File: src/rtl/spi_master_arbiter.sv
// Round-robin arbiter/sequencer sharing one SPI master among NREQ requesters.
// Define SPI_ARB_FIXED_PRIO_EN to replace round robin with fixed priority (lowest index wins).
module spi_master_arbiter #(
  parameter int NREQ    = 4,
  parameter int GAP     = 2,
  parameter int TIMEOUT = 1023
) (
  input  logic              clk,
  input  logic              rst,
  input  logic [NREQ-1:0]   req,
  input  logic [4*NREQ-1:0] req_len,
  input  logic [4*NREQ-1:0] req_period,
  input  logic [32*NREQ-1:0] req_odata,
  input  logic              cfg_loop,
  output logic [NREQ-1:0]   gnt,
  output logic [NREQ-1:0]   done,
  output logic              err,
  output logic [31:0]       rdata,
  output logic              busy,
  output logic              spi_start,
  output logic [3:0]        spi_len,
  output logic [3:0]        spi_period,
  output logic [31:0]       spi_odata,
  output logic              spi_loop,
  input  logic              spi_end,
  input  logic [31:0]       spi_idata
);

  localparam int IW = (NREQ > 1) ? $clog2(NREQ) : 1;
  localparam logic [31:0] RUN_LAST = 32'(TIMEOUT - 1);
  localparam logic [31:0] GAP_LAST = 32'(GAP - 1);

  typedef enum logic [1:0] {S_IDLE, S_LOAD, S_RUN, S_GAP} state_t;

  state_t        state;
  state_t        state_nxt;
  logic [31:0]   cnt;
  logic [IW-1:0] win;
  logic          grant;
  logic          launch;
  logic          fin_ok;
  logic          fin_to;

`ifdef SPI_ARB_FIXED_PRIO_EN
  always_comb begin
    win = '0;
    for (int i = NREQ - 1; i >= 0; i--) begin
      if (req[i]) win = IW'(i);
    end
  end
`else
  logic [IW-1:0] ptr;
  logic          hi_found;
  logic          lo_found;
  logic [IW-1:0] hi_idx;
  logic [IW-1:0] lo_idx;

  // Nearest requester above ptr wins; otherwise wrap to the lowest one at or below it.
  always_comb begin
    hi_found = 1'b0;
    lo_found = 1'b0;
    hi_idx   = '0;
    lo_idx   = '0;
    for (int i = 0; i < NREQ; i++) begin
      if (req[i] && !hi_found && (IW'(i) > ptr)) begin
        hi_found = 1'b1;
        hi_idx   = IW'(i);
      end
      if (req[i] && !lo_found && (IW'(i) <= ptr)) begin
        lo_found = 1'b1;
        lo_idx   = IW'(i);
      end
    end
    win = hi_found ? hi_idx : lo_idx;
  end
`endif

  always_comb begin
    state_nxt = state;
    grant     = 1'b0;
    launch    = 1'b0;
    fin_ok    = 1'b0;
    fin_to    = 1'b0;
    case (state)
      S_IDLE: begin
        if (|req) begin
          grant     = 1'b1;
          state_nxt = S_LOAD;
        end
      end
      S_LOAD: begin
        launch    = 1'b1;
        state_nxt = S_RUN;
      end
      S_RUN: begin
        // spi_end takes precedence over a timeout on the same cycle
        if (spi_end) begin
          fin_ok    = 1'b1;
          state_nxt = S_GAP;
        end else if (cnt == RUN_LAST) begin
          fin_to    = 1'b1;
          state_nxt = S_GAP;
        end
      end
      S_GAP: begin
        if (cnt == GAP_LAST) state_nxt = S_IDLE;
      end
      default: state_nxt = S_IDLE;
    endcase
  end

  // One counter serves as the RUN timeout and the GAP length; it restarts on every state change.
  always_ff @(posedge clk) begin
    if (rst) begin
      state      <= S_IDLE;
      cnt        <= '0;
      gnt        <= '0;
      done       <= '0;
      err        <= 1'b0;
      rdata      <= '0;
      busy       <= 1'b0;
      spi_start  <= 1'b0;
      spi_len    <= '0;
      spi_period <= '0;
      spi_odata  <= '0;
      spi_loop   <= 1'b0;
`ifndef SPI_ARB_FIXED_PRIO_EN
      ptr        <= IW'(NREQ - 1);
`endif
    end else begin
      state <= state_nxt;
      busy  <= (state_nxt != S_IDLE);
      done  <= '0;
      err   <= 1'b0;
      case (state)
        S_RUN, S_GAP: cnt <= cnt + 32'd1;
        default:      cnt <= '0;
      endcase
      if (grant) begin
        gnt        <= {{(NREQ-1){1'b0}}, 1'b1} << win;
        spi_len    <= req_len[{win, 2'b00} +: 4];
        spi_period <= req_period[{win, 2'b00} +: 4];
        spi_odata  <= req_odata[{win, 5'b00000} +: 32];
        spi_loop   <= cfg_loop;
`ifndef SPI_ARB_FIXED_PRIO_EN
        ptr        <= win;
`endif
      end
      if (launch) spi_start <= 1'b1;
      if (fin_ok || fin_to) begin
        done      <= gnt;
        err       <= fin_to;
        gnt       <= '0;
        spi_start <= 1'b0;
        cnt       <= '0;
        if (fin_ok) rdata <= spi_idata;
      end
      if ((state == S_GAP) && (state_nxt == S_IDLE)) cnt <= '0;
    end
  end

endmodule

File: config.mk
export PLATFORM = sky130hd
export DESIGN_NAME = spi_master_arbiter
export DESIGN_NICKNAME = d
export VERILOG_FILES = /design/src/rtl/spi_master_arbiter.sv
export SDC_FILE = /design/constraint.sdc
export NUM_CORES = 1
export LEC_CHECK = 0
export ABC_CLOCK_PERIOD_IN_PS = 3400
export CAP_MARGIN = 25
export CELL_PAD_IN_SITES_DETAIL_PLACEMENT = 0
export CELL_PAD_IN_SITES_GLOBAL_PLACEMENT = 2
export CORE_MARGIN = 2
export CORE_UTILIZATION = 23
export CTS_CLUSTER_SIZE = 40
export DETAILED_ROUTE_END_ITERATION = 6
export PLACE_DENSITY = 0.88
export SETUP_SLACK_MARGIN = 0.2
export SLEW_MARGIN = 20
export SYNTH_ARGS = -nofsm -noshare
export SYNTH_HDL_FRONTEND = slang
export SYNTH_SLANG_ARGS = --single-unit
File: constraint.sdc
create_clock -name clk -period 3.4 [get_ports clk]
set_input_delay 0.68 -clock clk [delete_from_list [all_inputs] [get_ports clk]]
set_output_delay 0.68 -clock clk [all_outputs]
set_load 0.02 [all_outputs]
==> run_1/route_heat.png <==
32 x 32 tiles, from dark blue (low) to red (high), scaled to the fullest tile. Values are wire area over tile area, all layers added.
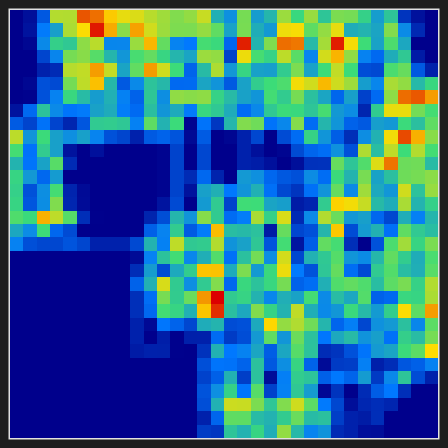
22% of the tiles are over half the peak. 25% of the tiles are nearly empty. The mean over all tiles is 0.12. The emptiest ninth of the die: south-west. The fullest tile reaches 0.41.
Overall Global Routing Usage: 14.36%
final WL: 18.90 mm
wire per inst: 15.54 um

==> run_1/ff_map.png <==
Scale bar: 50 um. Other sequential cells in the stronger grey, the rest of the logic in the fainter grey.
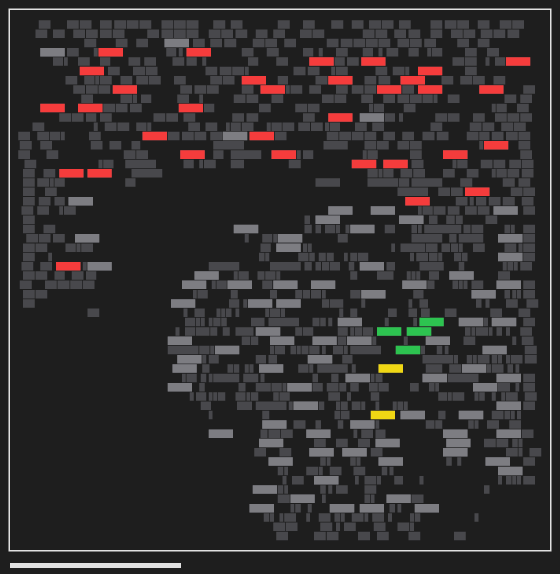
Key: `spi_odata` = red [flops 32, where a band across the top]; `gnt` = green [flops 4, where east]; `state` = yellow [flops 2]
Another 82 sequential cells are not coloured.

==> CHANGELOG.md, run 1 <==
## Flow update

- Post-synthesis sequential area ratio: 44.11%
- Post-CTS setup repair buffer count: 0
- Global-route wire length before repair: 27.94 mm
- Die Wd: 157.9 um
- H-Tree Depth: 4
- R2R Setup Slk: 1.18 ns
- Status: finished, final reports clean
- DP Wirelength: 13.85 mm
- Worst Tran Pin Value: 0.9356 ns
- Cell count along the critical path: 6
- Relative slew margins: 37.05%
- RSZ-0062 raised after global routing: no
- # resized after CTS: 0
- Initial antenna violation count: 0
- Core region area: 23330 um2
- DRC Markers: 0
- Largest net degree at the start of global routing: 41
- Detailed router's first-iteration violation count: 343
- CP top delay family: buffers and inverters
- Number of diodes: 0
- Setup crit end kind: flop
- Chip area: 24930 um2
- Min cycle time layout: 2.436 ns
- Final Util: 39.73%
- # Cells Yosys: 609
- Num CTS Buffers: 17
- CP startpoint kind: input pin
- Flops after synth: 120
- Crit path DRT: 3.69 ns
- Comb power frac: 26.5%
- Tot Pwr: 4.623 mW
- Reg power frac: 35.1%
- Worst hold path stage count: 2
- Vias in the first global route: 5155
- Clock sink count: 120
- Post-Syn Area: 5446 um2
- Total gr overflow: 0
- Synth mux share: 14.89%
- Ys flop type: dfxtp_1
- Hold wc startpoint: rdata[25]
- Final Setup Violations: 0
- Clock Latency Late Sink: 0.42 ns
- Reg-to-Reg End: cnt[27]
- GPL Wtd Cong: 0.7570
==> run_1/sizing.png <==
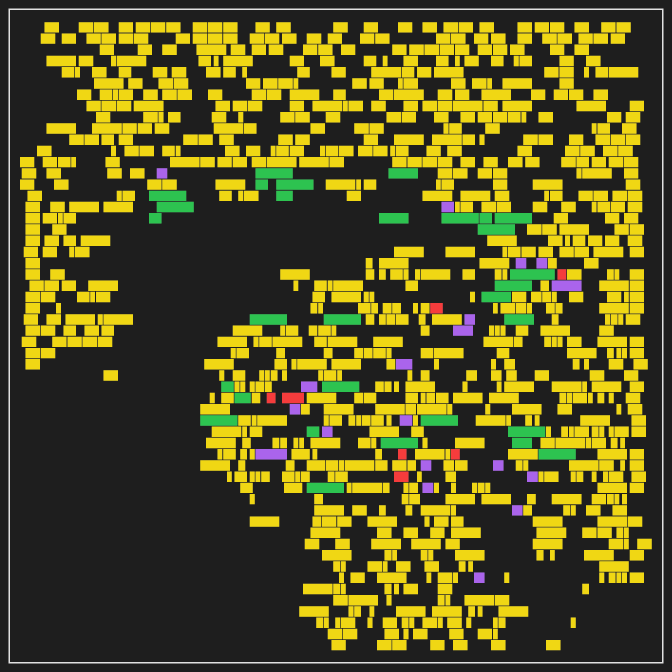
Key: x1 and smaller = yellow [cells 841, share 94%]; x6 and larger = green [cells 30, share 3.3%]; x2 = red [cells 7, share 0.78%]; x3 and x4 = purple [cells 19, share 2.1%]
area delta synth->final: 70.20%
slack of the critical path: 0.9640 ns
finished layout cell area: 9270 um2
nonclk buf count: 296

## run 1: metal layers
| metal | share of wire, % | vias to the layer above | track usage (%) |
|---|---|---|---|
| met2 | 48 | 158 | 24.02 |
| met5 | 0 | - | 0 |
| met4 | 1.2 | 0 | 4.156 |
| met3 | 5.9 | 15 | 3.915 |
| met1 | 45 | 2502 | 18.06 |
| li1 | - | 2717 | - |
## run 1: registers in the layout, summed over array words and instances (netlist names)
register	cells
busy	1
cnt	32
done	4
err	1
gnt	4
ptr	2
rdata	32
spi_len	4
spi_loop	1
spi_odata	32
spi_period	4
spi_start	1
state	2
## run 1: cells in the final DEF (no fill, tap or decap), types with 9 or more instances in the layout
| cell type | count |
|---|---|
| xnor2_1 | 12 |
| mux2i_1 | 81 |
| o221ai_1 | 40 |
| nand4_1 | 9 |
| nand3_1 | 12 |
| clkdlybuf4s50_1 | 283 |
| dfxtp_1 | 120 |
| a21oi_1 | 35 |
| buf_4 | 9 |
| clkbuf_16 | 17 |
| xor2_1 | 16 |
| nand2_1 | 118 |
| nor2_1 | 49 |
## run 1: cell type report
class,instances,area [um2]
Tap cell,319,399.1
Timing Repair Buffer,296,2980
Inverter,5,18.77
Fill cell,2351,14060
Clock buffer,19,442.9
Multi-Input combinational cell,444,2890
Clock inverter,13,136.4
Sequential cell,120,2402
## run 1: stage by stage
stage	hold WS, ns	area, um2	std cells
after floorplan	0.4501	5446	609
after global placement	0.4416	8691	1184
after detailed placement	0.4458	8691	1184
after CTS	0.4552	9270	1216
after global routing	0.4694	9270	1216
final	0.4527	9270	1216
## run 1: power by group through the flow
stage | clock network, mW | registers, mW | logic (mW)
floorplan | 0 | 1.79 | 0.451
global placement | 0 | 1.65 | 1.23
detailed placement | 0 | 1.65 | 1.24
CTS | 1.83 | 1.62 | 1.24
global route | 1.89 | 1.64 | 1.31
finish | 1.78 | 1.62 | 1.22
## run 1: worst register-to-register path, delay by kind of cell, from the launching register on
family / cells / cell delay [ns]
compound gates: 1 / 0.13
flops: 1 / 0.44
simple gates: 4 / 1.61
## run 1: cells in the mapped netlist, types with 2 or more instances
cell / instances / area share (%)
a211o_1: 2 / 0.32
a21o_1: 2 / 0.28
a21oi_1: 35 / 3.2
a22oi_1: 4 / 0.55
a41oi_1: 2 / 0.32
and2_1: 5 / 0.57
and3_1: 5 / 0.57
and4_1: 3 / 0.48
buf_1: 6 / 0.41
clkbuf_1: 33 / 2.3
dfxtp_1: 120 / 44
ha_1: 3 / 0.69
inv_1: 5 / 0.34
mux2i_1: 81 / 15
nand2_1: 118 / 8.1
nand2b_1: 3 / 0.34
nand3_1: 12 / 1.1
nand4_1: 9 / 1.0
nand4b_1: 2 / 0.32
nor2_1: 49 / 3.4
nor2b_1: 4 / 0.46
nor3_1: 4 / 0.37
nor4_1: 7 / 0.80
o21ai_0: 4 / 0.37
o221ai_1: 40 / 6.4
or2_2: 4 / 0.46
or3_1: 3 / 0.34
xnor2_1: 12 / 1.9
xor2_1: 16 / 2.6
==> inputs of run 2 (changes only) <==
Settings changed: ABC_CLOCK_PERIOD_IN_PS 3400 to 2400, CORE_UTILIZATION 23 to 22, PLACE_DENSITY 0.88 to 0.85.
Clock period 3.4 ns to 2.4 ns, I/O delays scaled along.
==> run_2/sizing.png <==
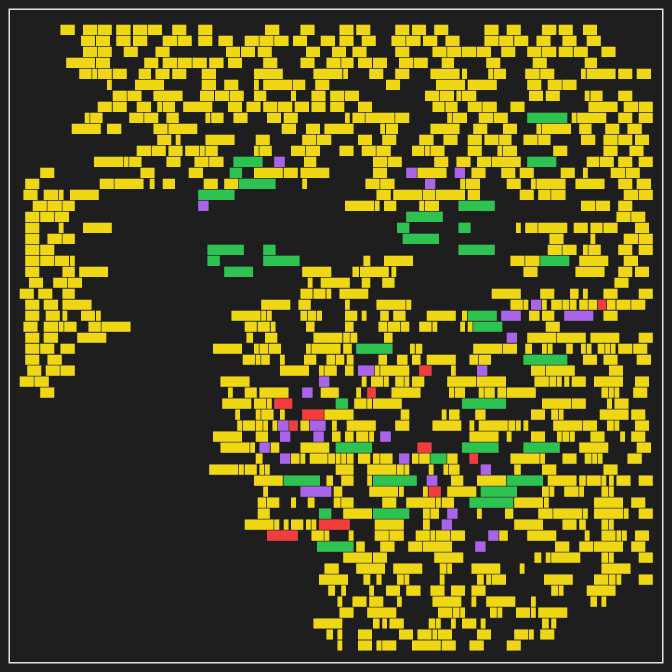
slack of the critical path: 0.2804 ns
finished layout cell area: 9500 um2

==> run 2 against run 1 <==
Effect of this change:
- critical path depth decreased by 1
- wire length decreased by 1.4%
- synthesized cell count unchanged
- final area increased by 2.5%
- clock skew decreased by 0.0027 ns
- clock-buffer cell count decreased by 2
- largest cell class unchanged
- via count increased by 0.57%
- final cell count increased by 1.6%
- setup slack got worse by 0.68 ns
- critical endpoint is now cnt[27]
- clock power increased by 56%
- die area increased by 4.4%
==> CHANGELOG.md, run 2 <==
## Flow update

- Leakage: 3.459 nW (was 3.348 nW)
- Flops after synth: 120 (unchanged)
- Clock sink count: 120 (unchanged)
- Core region area: 24320 um2 (was 23330 um2)
- Final Setup Violations: 0 (unchanged)
- Min cycle time layout: 2.120 ns
- TNS Setup: 0 ns (unchanged)
- GPL Wtd Cong: 0.7546 (was 0.7570)
- Synth area leader: dfxtp_1 (unchanged)
- DRC Markers: 0 (unchanged)
- Synth Net Count: 812 (unchanged)
- Largest regs: cnt x32, rdata x32, spi_odata x32 (unchanged)
- Post-Syn Area: 5446 um2 (unchanged)
- Post-synth top cells: dfxtp_1 (120), nand2_1 (118), mux2i_1 (81) (unchanged)
- Most instantiated logic cells after routing: clkdlybuf4s50_1 (283), nand2_1 (118), dfxtp_1 (118) (was clkdlybuf4s50_1 (283), dfxtp_1 (120), nand2_1 (118))
- Total gr overflow: 0 (unchanged)
- Global-route wire length before repair: 29.17 mm (was 27.94 mm)
- Mean post-synth cell area: 8.943 um2 (unchanged)
- Post-synthesis sequential area ratio: 44.11% (unchanged)
- Num CTS Buffers: 17 (unchanged)
- Fin nets: 1101 (was 1087)
- RSZ-0062 raised after global routing: no (unchanged)
- Chip area: 26030 um2 (was 24930 um2)
- Yosys chip area: 5446 um2 (unchanged)
- Final Skew: 0.01069 ns (was 0.01339 ns)
- Number of enable flip-flop cells: 0 (unchanged)
- Crit Path Class: flop to flop (was input pin to flop)
- Io pins: 284 (unchanged)
- Post-DRT Antenna Nets: 0 (unchanged)
- Dominant cell area share: 44.11% (unchanged)
- CTS Hold Bufs: 0 (unchanged)
- # Cells Yosys: 609 (unchanged)
- Ys flop type: dfxtp_1 (unchanged)
- CTS tree: built (unchanged)
- Distinct cell type count after synthesis: 45 (unchanged)
- Highest clock rate: 0.4718 GHz
- Initial Util: 22.40% (was 23.34%)
- Largest net degree at the start of global routing: 41 (unchanged)
- Row cnt: 57 (was 56)
- PortBufs: 283 (unchanged)
- Clock-pin slew on the worst setup and hold paths: 0.06 ns (about the same)
- Final Max Slew Viols: 0 (unchanged)
- Clock Latency Late Sink: 0.41 ns (was 0.42 ns)
- DP Wirelength: 13.97 mm (was 13.85 mm)
- Status: finished, final reports clean (unchanged)
- CP max FO: 6 (was 32)
- Die Wd: 161.3 um (was 157.9 um)
- Hold violation total from the final report: 0 (unchanged)
- Initial antenna violation count: 0 (unchanged)
- Yosys warns: 0 (unchanged)
- Post-synth area hogs: dfxtp_1 (44%), mux2i_1 (15%), nand2_1 (8.1%) (unchanged)
- Pwr Density: 722.0 nW/um2 (was 498.7 nW/um2)
- Relative slew margins: 59.29% (was 37.05%)
- H-Tree Depth: 4 (unchanged)
- Most frequent cell after synthesis: dfxtp_1 (unchanged)
- Vias in the first global route: 5342 (was 5155)
- Worst Tran Pin Value: 0.6031 ns (was 0.9356 ns)
- Commonest Layout Cell: clkdlybuf4s50_1 (unchanged)
- CP startpoint kind: flop (was input pin)
- Post-synth ARST share: 0% (unchanged)
- DRT Pass-1 Iters: 4 (unchanged)
- Clock Tree Root: clkbuf_16 (unchanged)
- Detailed router's first-iteration violation count: 302 (was 343)
- HP Class: flop to flop (unchanged)
- Number of diodes: 0 (unchanged)
- Max-Cap Viols: 0 (unchanged)
- Setup crit end kind: flop (unchanged)
- CP Data Arrival Time: 2.46 ns (was 2.72 ns)
- Crit path DRT: 2.74 ns (was 3.69 ns)
- Post-Syn Instances: 609 (unchanged)
- Area delta synth->final: 74.43% (was 70.20%)
==> run_2/route_heat.png <==
32 x 32 tiles, from dark blue (low) to red (high), scaled to the fullest tile. Values are wire area over tile area, all layers added.
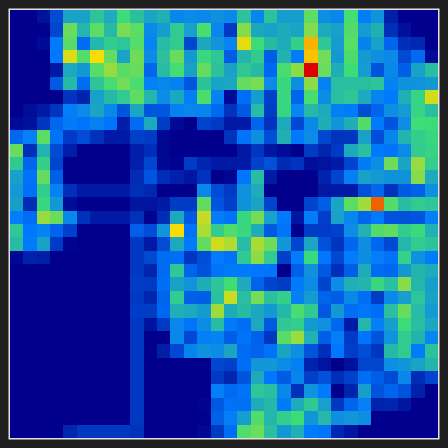
8.5% of the tiles are over half the peak. The mean over all tiles is 0.11. The emptiest ninth of the die: south-west. 25% of the tiles are nearly empty. The fullest tile reaches 0.51.
Overall Global Routing Usage: 14.08%
final WL: 18.63 mm
wire per inst: 15.09 um
via count: 5423

-- run 2: final cells by class --
type | count | area (um2)
repair buffers | 310 | 3134
inverters | 5 | 18.77
multi-input cells | 444 | 2900
well taps | 324 | 405.4
clock buffers | 17 | 425.4
flip-flops and latches | 120 | 2405
clock inverters | 15 | 211.5
fillers | 2445 | 14820
-- run 2: worst paths after layout --
kind	start	slack, ns	cells after the start	end
min reg2reg	rdata[31]	0.45	2	rdata[31]
max	cnt[6]	0.28	5	cnt[27]
max reg2reg	cnt[6]	0.28	5	cnt[27]
min	rdata[31]	0.45	2	rdata[31]
-- run 2: worst max-delay path, cell delays in order (launching register included) --
cell and delay, ns:
dfxtp_1 0.43, nand4_4 0.17, or4_4 0.59, or3_4 0.42, or3_1 0.33, a21oi_2 0.13
-- run 2: cell families (layout without fill, tap and decap cells) --
group / Yosys count / in the layout / share of synthesized area (%)
and+or+nand+nor: 235 / 235 / 19.89
DFF: 120 / 120 / 44.11
AOI/OAI and AO/OA: 97 / 97 / 12.80
muxes: 81 / 81 / 14.89
buffers and inverters: 45 / 347 / 3.124
xor gates and xnor gates: 28 / 28 / 4.503
adders and majority gates: 3 / 3 / 0.6893
-- run 2: metrics by stage --
| stage | cell area [um2] | hold WS, ns | utilization, % | power (mW) | instances |
|---|---|---|---|---|---|
| 3_5_place_dp | 8820 | 0.4463 | 36.27 | 4.135 | 1202 |
| 5_1_grt | 9500 | 0.4714 | 39.06 | 7.201 | 1235 |
| 4_1_cts | 9460 | 0.4545 | 38.90 | 6.952 | 1234 |
| 6_report | 9500 | 0.4533 | 39.06 | 6.859 | 1235 |
| 3_3_place_gp | 8820 | 0.4414 | 36.27 | 4.136 | 1202 |
| 2_1_floorplan | 5446 | 0.4501 | - | 3.173 | 609 |
-- run 2: what timing repair did --
item | CTS | global route
endpoints found under the setup margin | 1 | 13
pin swaps | 0 | 0
resized | 1 | 4
buffers inserted | 0 | 0
-- run 2: power by group --
| part | internal (mW) | switching [mW] | total (mW) |
|---|---|---|---|
| clock network | 1.76 | 1.01 | 2.77 |
| registers | 2.18 | 0.115 | 2.30 |
| logic | 0.969 | 0.822 | 1.79 |
-- run 2: layer usage --
layer / up-vias / GRT usage [%] / wire [um]
met5: - / 0 / 0
met4: 0 / 4.424 / 333
met3: 18 / 3.672 / 1024
met2: 174 / 23.27 / 8910
met1: 2479 / 17.94 / 8365
li1: 2752 / - / -
Power figures rest on the tool's default switching activity, not on a simulated workload.
